<file path="src/rtl/riscv_pkg.sv">
// Purpose : RV32I decode types shared by the decode stage and the field extractor.
// Contents: fmt_e instruction-format enum, base opcode constants, decoded-field
//           record and a helper mapping a major opcode to its format.
package riscv_pkg;

  typedef enum logic [2:0] {
    FmtR    = 3'd0,
    FmtI    = 3'd1,
    FmtS    = 3'd2,
    FmtB    = 3'd3,
    FmtU    = 3'd4,
    FmtJ    = 3'd5,
    FmtNone = 3'd6
  } fmt_e;

  localparam logic [6:0] OpRInt    = 7'b0110011;
  localparam logic [6:0] OpIInt    = 7'b0010011;
  localparam logic [6:0] OpILoad   = 7'b0000011;
  localparam logic [6:0] OpIJump   = 7'b1100111;  // jalr
  localparam logic [6:0] OpFence   = 7'b0001111;
  localparam logic [6:0] OpSystem  = 7'b1110011;
  localparam logic [6:0] OpSStore  = 7'b0100011;
  localparam logic [6:0] OpSBranch = 7'b1100011;
  localparam logic [6:0] OpUImm    = 7'b0110111;  // lui
  localparam logic [6:0] OpUPc     = 7'b0010111;  // auipc
  localparam logic [6:0] OpUJump   = 7'b1101111;  // jal

  localparam logic [6:0] Funct7Base = 7'b0000000;
  localparam logic [6:0] Funct7Alt  = 7'b0100000;

  typedef struct packed {
    fmt_e       fmt;
    logic       illegal;
    logic [6:0] opcode;
    logic [6:0] funct7;
    logic [2:0] funct3;
    logic [4:0] rs1;
    logic [4:0] rs2;
    logic [4:0] rd;
  } fields_t;

  localparam fields_t FieldsNone = '{
    fmt: FmtNone, illegal: 1'b0, opcode: 7'd0, funct7: 7'd0,
    funct3: 3'd0, rs1: 5'd0, rs2: 5'd0, rd: 5'd0
  };

  // Format implied by the major opcode alone; FmtNone for unlisted opcodes.
  function automatic fmt_e fmt_of(input logic [6:0] op);
    fmt_of = FmtNone;
    case (op)
      OpRInt:                                       fmt_of = FmtR;
      OpIInt, OpILoad, OpIJump, OpFence, OpSystem:  fmt_of = FmtI;
      OpSStore:                                     fmt_of = FmtS;
      OpSBranch:                                    fmt_of = FmtB;
      OpUImm, OpUPc:                                fmt_of = FmtU;
      OpUJump:                                      fmt_of = FmtJ;
      default:                                      fmt_of = FmtNone;
    endcase
  endfunction

endpackage

</file>
<file path="src/rtl/imm_gen.sv">
// Purpose : combinational RV32I field and immediate extraction.
// Latency : 0 cycles (pure combinational).
// Backpr. : none; the caller registers the result.
// Ports   : i_instr (raw word) -> o_fields (format, illegal flag, fields zeroed
//           where the format does not use them), o_immediate (sign-extended, XLEN).
module imm_gen
  import riscv_pkg::*;
#(
  parameter int XLEN = 32
) (
  input  logic [31:0]     i_instr,
  output fields_t         o_fields,
  output logic [XLEN-1:0] o_immediate
);

  fmt_e        fmt;
  logic [31:0] imm32;

  always_comb begin
    fmt = fmt_of(i_instr[6:0]);
    // Compressed/invalid length encodings are not decodable here.
    if (i_instr[1:0] != 2'b11) fmt = FmtNone;
    // Only the base and alternate (sub/sra) funct7 encodings are accepted for R-type.
    if (fmt == FmtR && i_instr[31:25] != Funct7Base && i_instr[31:25] != Funct7Alt) begin
      fmt = FmtNone;
    end
  end

  always_comb begin
    o_fields         = FieldsNone;
    imm32            = 32'd0;
    o_fields.fmt     = fmt;
    o_fields.illegal = (fmt == FmtNone);
    if (fmt != FmtNone) o_fields.opcode = i_instr[6:0];
    case (fmt)
      FmtR: begin
        o_fields.funct7 = i_instr[31:25];
        o_fields.funct3 = i_instr[14:12];
        o_fields.rs1    = i_instr[19:15];
        o_fields.rs2    = i_instr[24:20];
        o_fields.rd     = i_instr[11:7];
      end
      FmtI: begin
        o_fields.funct3 = i_instr[14:12];
        o_fields.rs1    = i_instr[19:15];
        o_fields.rd     = i_instr[11:7];
        imm32           = {{20{i_instr[31]}}, i_instr[31:20]};
      end
      FmtS: begin
        o_fields.funct3 = i_instr[14:12];
        o_fields.rs1    = i_instr[19:15];
        o_fields.rs2    = i_instr[24:20];
        imm32           = {{20{i_instr[31]}}, i_instr[31:25], i_instr[11:7]};
      end
      FmtB: begin
        o_fields.funct3 = i_instr[14:12];
        o_fields.rs1    = i_instr[19:15];
        o_fields.rs2    = i_instr[24:20];
        imm32           = {{20{i_instr[31]}}, i_instr[7], i_instr[30:25],
                           i_instr[11:8], 1'b0};
      end
      FmtU: begin
        o_fields.rd     = i_instr[11:7];
        imm32           = {i_instr[31:12], 12'd0};
      end
      FmtJ: begin
        o_fields.rd     = i_instr[11:7];
        imm32           = {{12{i_instr[31]}}, i_instr[19:12], i_instr[20],
                           i_instr[30:21], 1'b0};
      end
      default: ;
    endcase
  end

  // Signed size cast sign-extends the 32-bit immediate to the datapath width.
  assign o_immediate = XLEN'($signed(imm32));

endmodule

</file>
<file path="src/rtl/decode_stage.sv">
// Purpose : RV32I decode pipeline stage with valid/ready handshake on both sides.
// Latency : 1 cycle from input accept to o_valid.
// Backpr. : SKID=1 two-entry skid, o_ready registered and low only while the
//           skid entry is full; SKID=0 single register, ready when empty or draining.
// Ports   : clk/rstn, i_flush; fetch side i_valid/o_ready/i_instr/i_pc; execute side
//           o_valid/i_ready and the decoded record (pc, fields, immediate, fmt, illegal).
module decode_stage
  import riscv_pkg::*;
#(
  parameter int XLEN = 32,
  parameter int SKID = 1
) (
  input  logic            clk,
  input  logic            rstn,
  input  logic            i_flush,
  input  logic            i_valid,
  output logic            o_ready,
  input  logic [31:0]     i_instr,
  input  logic [XLEN-1:0] i_pc,
  output logic            o_valid,
  input  logic            i_ready,
  output logic [XLEN-1:0] o_pc,
  output logic [6:0]      o_opcode,
  output logic [6:0]      o_funct7,
  output logic [2:0]      o_funct3,
  output logic [4:0]      o_rs1_raddr,
  output logic [4:0]      o_rs2_raddr,
  output logic [4:0]      o_rd_waddr,
  output logic [XLEN-1:0] o_immediate,
  output fmt_e            o_fmt,
  output logic            o_illegal
);

  typedef enum logic [1:0] {
    StEmpty = 2'd0,  // nothing held
    StOne   = 2'd1,  // output register full
    StTwo   = 2'd2   // output register and skid entry full
  } state_e;

  typedef struct packed {
    fields_t         f;
    logic [XLEN-1:0] imm;
    logic [XLEN-1:0] pc;
  } rec_t;

  localparam rec_t RecNone = '{f: FieldsNone, imm: '0, pc: '0};

  state_e          state_q, state_d;
  rec_t            out_q, out_d;
  rec_t            skid_q, skid_d;
  logic            ready_q, ready_d;
  fields_t         in_fields;
  logic [XLEN-1:0] in_imm;
  rec_t            in_rec;
  logic            accept;

  imm_gen #(.XLEN(XLEN)) u_imm_gen (
    .i_instr     (i_instr),
    .o_fields    (in_fields),
    .o_immediate (in_imm)
  );

  assign in_rec = '{f: in_fields, imm: in_imm, pc: i_pc};
  assign accept = i_valid && o_ready;

  // ready_q is zero in reset and rises on the first edge afterwards. With SKID=0
  // it only gates the combinational ready so o_ready stays low during reset.
  assign o_ready = (SKID != 0) ? ready_q
                               : (ready_q && (state_q == StEmpty || i_ready));

  always_comb begin
    state_d = state_q;
    out_d   = out_q;
    skid_d  = skid_q;
    case (state_q)
      StEmpty: begin
        if (accept) begin
          state_d = StOne;
          out_d   = in_rec;
        end
      end
      StOne: begin
        // With SKID=0, accept in StOne implies i_ready, so StTwo is unreachable.
        if (accept && !i_ready) begin
          state_d = StTwo;
          skid_d  = in_rec;
        end else if (accept) begin
          out_d   = in_rec;
        end else if (i_ready) begin
          state_d = StEmpty;
        end
      end
      StTwo: begin
        if (i_ready) begin
          state_d = StOne;
          out_d   = skid_q;
        end
      end
      default: state_d = StEmpty;
    endcase
    // Flush wins over any simultaneous accept or drain; stale data is left in
    // the registers but nothing is marked valid.
    if (i_flush) state_d = StEmpty;
  end

  assign ready_d = (SKID != 0) ? (state_d != StTwo) : 1'b1;

  always_ff @(posedge clk or negedge rstn) begin
    if (!rstn) begin
      state_q <= StEmpty;
      out_q   <= RecNone;
      skid_q  <= RecNone;
      ready_q <= 1'b0;
    end else begin
      state_q <= state_d;
      out_q   <= out_d;
      skid_q  <= skid_d;
      ready_q <= ready_d;
    end
  end

  assign o_valid     = (state_q != StEmpty);
  assign o_pc        = out_q.pc;
  assign o_opcode    = out_q.f.opcode;
  assign o_funct7    = out_q.f.funct7;
  assign o_funct3    = out_q.f.funct3;
  assign o_rs1_raddr = out_q.f.rs1;
  assign o_rs2_raddr = out_q.f.rs2;
  assign o_rd_waddr  = out_q.f.rd;
  assign o_immediate = out_q.imm;
  assign o_fmt       = out_q.f.fmt;
  assign o_illegal   = out_q.f.illegal;

endmodule

</file>
<file path="config.mk">
export PLATFORM = sky130hd
export DESIGN_NAME = decode_stage
export DESIGN_NICKNAME = d
export VERILOG_FILES = /design/src/rtl/riscv_pkg.sv /design/src/rtl/imm_gen.sv /design/src/rtl/decode_stage.sv
export SDC_FILE = /design/constraint.sdc
export NUM_CORES = 1
export LEC_CHECK = 0
export CORE_ASPECT_RATIO = 1.4
export CORE_UTILIZATION = 45
export CTS_CLUSTER_DIAMETER = 150
export DETAILED_ROUTE_END_ITERATION = 6
export PLACE_DENSITY = 0.81
export SLEW_MARGIN = 20
export SYNTH_ARGS = -nofsm -noshare
export SYNTH_HDL_FRONTEND = slang
export SYNTH_HIERARCHICAL = 1
export SYNTH_SLANG_ARGS = --single-unit
export TNS_END_PERCENT = 1
</file>
<file path="constraint.sdc">
create_clock -name clk -period 3.5 [get_ports clk]
set_input_delay 0.525 -clock clk [delete_from_list [all_inputs] [get_ports clk]]
set_output_delay 0.525 -clock clk [all_outputs]
set_load 0.01 [all_outputs]
</file>
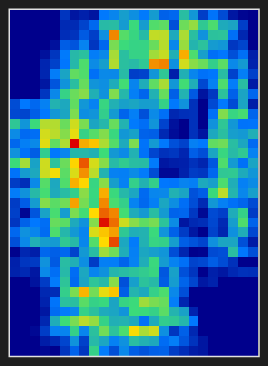
route_heat.png
Drawn at 2 px/um. 25 x 35 tiles, from dark blue (low) to red (high), scaled to the fullest tile. Values are wire area over tile area, all layers added.
The mean over all tiles is 0.18. The emptiest ninth of the die: lower right. 17% of the tiles are over half the peak.

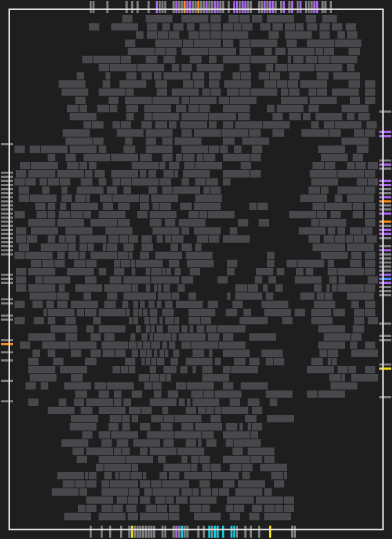
pinout.png
Drawn at 3 px/um. Pins as bars across the die edge, other pins in grey.
Blue shows o_valid, pins 1, direction output, edge right. Purple shows i_pc, pins 32, direction input, edge 19 top, 12 right, 1 bottom. Orange shows o_rs2_raddr, pins 5, direction output, edge 2 right, 2 top, 1 left. Cyan shows o_opcode, pins 7, direction output, edge bottom. Yellow shows o_funct3, pins 3, direction output, edge 2 bottom, 1 right.
die span in x: 124 um
vertical die dimension: 173 um

==> metrics.cfg <==
[status]
outcome = finished clean

[timing]
holdWs_ns = 0.0704
drv_slew = 0
grt_setup_unrepaired = no
fin_crit_sh_pct = 79.0
maxClockFrequency_mhz = 362
finalHoldViolCount = 0
finClkSkew_ns = 0.00599
report.final.setup_viol = 0

[layout]
dominant_cells = flip-flops and latches
insertedDiodeCount = 0
clk_share_pct = 5.24
multi_in_gates = 446
nonClockInverterCount = 8
flops = 203
seq_area_share_pct = 43.1
total_non_filler_cell_area_in_the_finished_layout_mm2 = 0.0118
drive_gt1_share_pct = 9.70
buffers = 188
final.fill_count = 1731
regArea_mm2 = 0.00508
logic_area_mm2 = 0.00389

[synth]
synthCells = 724
cell_area_after_technology_mapping_mm2 = 0.00939
yosys_register_bits = 203
ys_warn_count = 6
yosys-stat-area_mm2 = 0.00939
netlist.top_cell.by_instances = sky130_fd_sc_hd__dfrtp_1
async_flop_share_pct = 100
commonest_flop = sky130_fd_sc_hd__dfrtp_1
ys_top_cells_by_area = sky130_fd_sc_hd__dfrtp_1, sky130_fd_sc_hd__o32a_1, sky130_fd_sc_hd__mux2_1
synthDominantAreaCellType = sky130_fd_sc_hd__dfrtp_1
synth-edff-count = 0
synth.top_cells.by_count = sky130_fd_sc_hd__dfrtp_1, sky130_fd_sc_hd__o21a_1, sky130_fd_sc_hd__o32a_1
seq_area_frac_synth_pct = 54.2

[die]
fp.coreArea_mm2 = 0.0205
fp-row-count = 62
floorplan.initialDensity_pct = 45.8
pin_count = 171
dieArea_mm2 = 0.0215
nWellTaps = 256

[clocking]
post_cts.repair.setup_buffers = 0
clock_sinks = 203
cts_resized = 0
clockBufferDepth = 3
cts-buffers-inserted = 21
clock_pin_slew_worst_setup_and_hold_paths_ns = 0.06
cts_hold_repair.buffers = 0
h-tree-depth = 1

[place]
detailed_place_hpwl_mm = 15.1
post_dp_cell_area_mm2 = 0.0112
place.port_buffers = 170

[global_route]
grt_pass1_wl_mm = 37.6
gr-total-overflow = 0
grtUsageMet3_pct = 3.20
met2_track_demand_over_resource_in_global_routing_pct = 35.5
antenna_found_initial = 0
grt_start_max_net_pins = 90
grt_pass1_vias = 6926

[pwr]
power.static_leakage_uw = 0.00515
ir_worst_vdd_mv = 0.305
post_layout_total_power_uw = 6190
pwr_density_cell_mw_per_mm2 = 524

[worst_setup_path]
worst-path-buf-inv = 1
path_delay_family = AND-OR/OR-AND gates
cp_data_arrival_time_ns = 3.19

[routing]
total_wirelength_mm = 23.5
drt.antenna.violating_nets = 0
avgViaCountPerCell = 6.06
drt_drc_violations_left = 0
drt_first_iter_violations = 512
via_count = 6865

[worst_hold_path]
worst_hold_path_type = in2async

[flow_run]
openroad_warning_count = 26
timing.max_cap.violations = 0

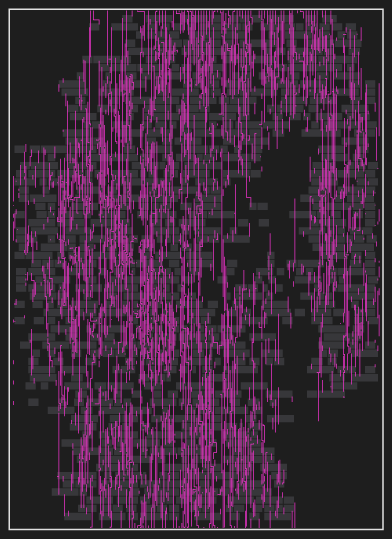
m2.png
Drawn at 3 px/um. Cells faint in the background.
The layer carries 11600 um of wire. The layer holds 49% of the routed length.

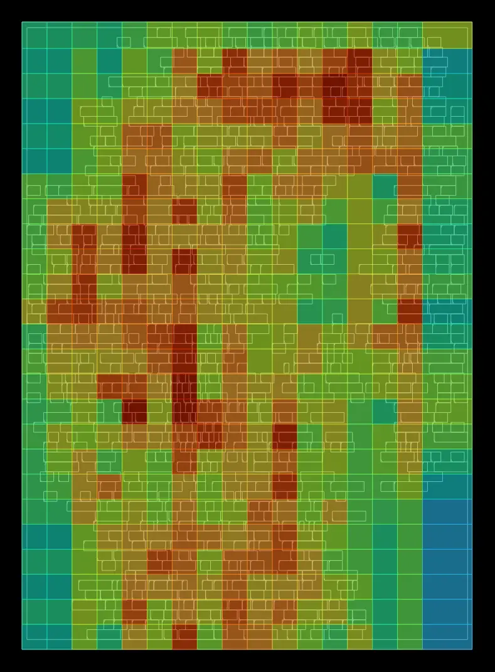
congestion_map.png
gr busiest metal: met2
Overall Global Routing Usage: 22.2%
fraction of met1 tracks used by global routing: 29.8%

-- through the flow --
stage               instances  worst slack [ns]  util [%]
floorplan                 729              1.34         -
global placement         1101             0.374      54.6
detailed placement       1101             0.297      54.6
CTS                      1132             0.799      57.7
global route             1132             0.626      57.7
finish                   1132             0.735      57.7
-- routing by layer --
| layer | vias to the layer above | part of all wire, % |
|---|---|---|
| li1 | 3038 | - |
| met1 | 3533 | 42 |
| met2 | 235 | 49 |
| met3 | 59 | 4.8 |
| met4 | 0 | 3.8 |
| met5 | - | 0 |
-- path summary, 6_finish.rpt --
| kind | startpoint | end | slack (ns) | cells after the start |
|---|---|---|---|---|
| worst max-delay path | i_instr[6] | o_immediate[25] | 0.73 | 8 |
| worst min-delay path | rstn | skid_q[18] | 0.07 | 1 |
| worst max register to register | state_q[1] | o_immediate[0] | 1.27 | 5 |
| worst min register to register | o_pc[26] | o_pc[26] | 0.49 | 1 |
| max in group asynchronous | rstn | o_pc[7] | 2.51 | 2 |
| min in group clk | o_pc[26] | o_pc[26] | 0.49 | 1 |
-- where the power goes --
group | switching (uW) | internal [uW] | leakage [uW]
clock network | 873 | 1240 | 0.000305
registers | 180 | 2680 | 0.00252
logic | 527 | 695 | 0.00232
-- cell families after synthesis --
family	count (synthesis)	synth area share, %
other cells	1	0.0399
flops	203	54.2
xor+xnor	1	0.0933
compound gates	261	23.6
simple gates	78	5.25
mux	100	12.0
buf+inv	80	4.82
-- state kept, by name, summed over array words and instances (netlist names) --
name	flops
o_funct3	3
o_pc	32
o_rs1_raddr	5
o_rs2_raddr	5
o_rd_waddr	5
o_immediate	32
o_funct7	7
o_ready	1
o_illegal	1
o_fmt	3
skid_q	100
o_opcode	7
state_q	2
No activity file was given, so power comes from the tool's default toggle rates.
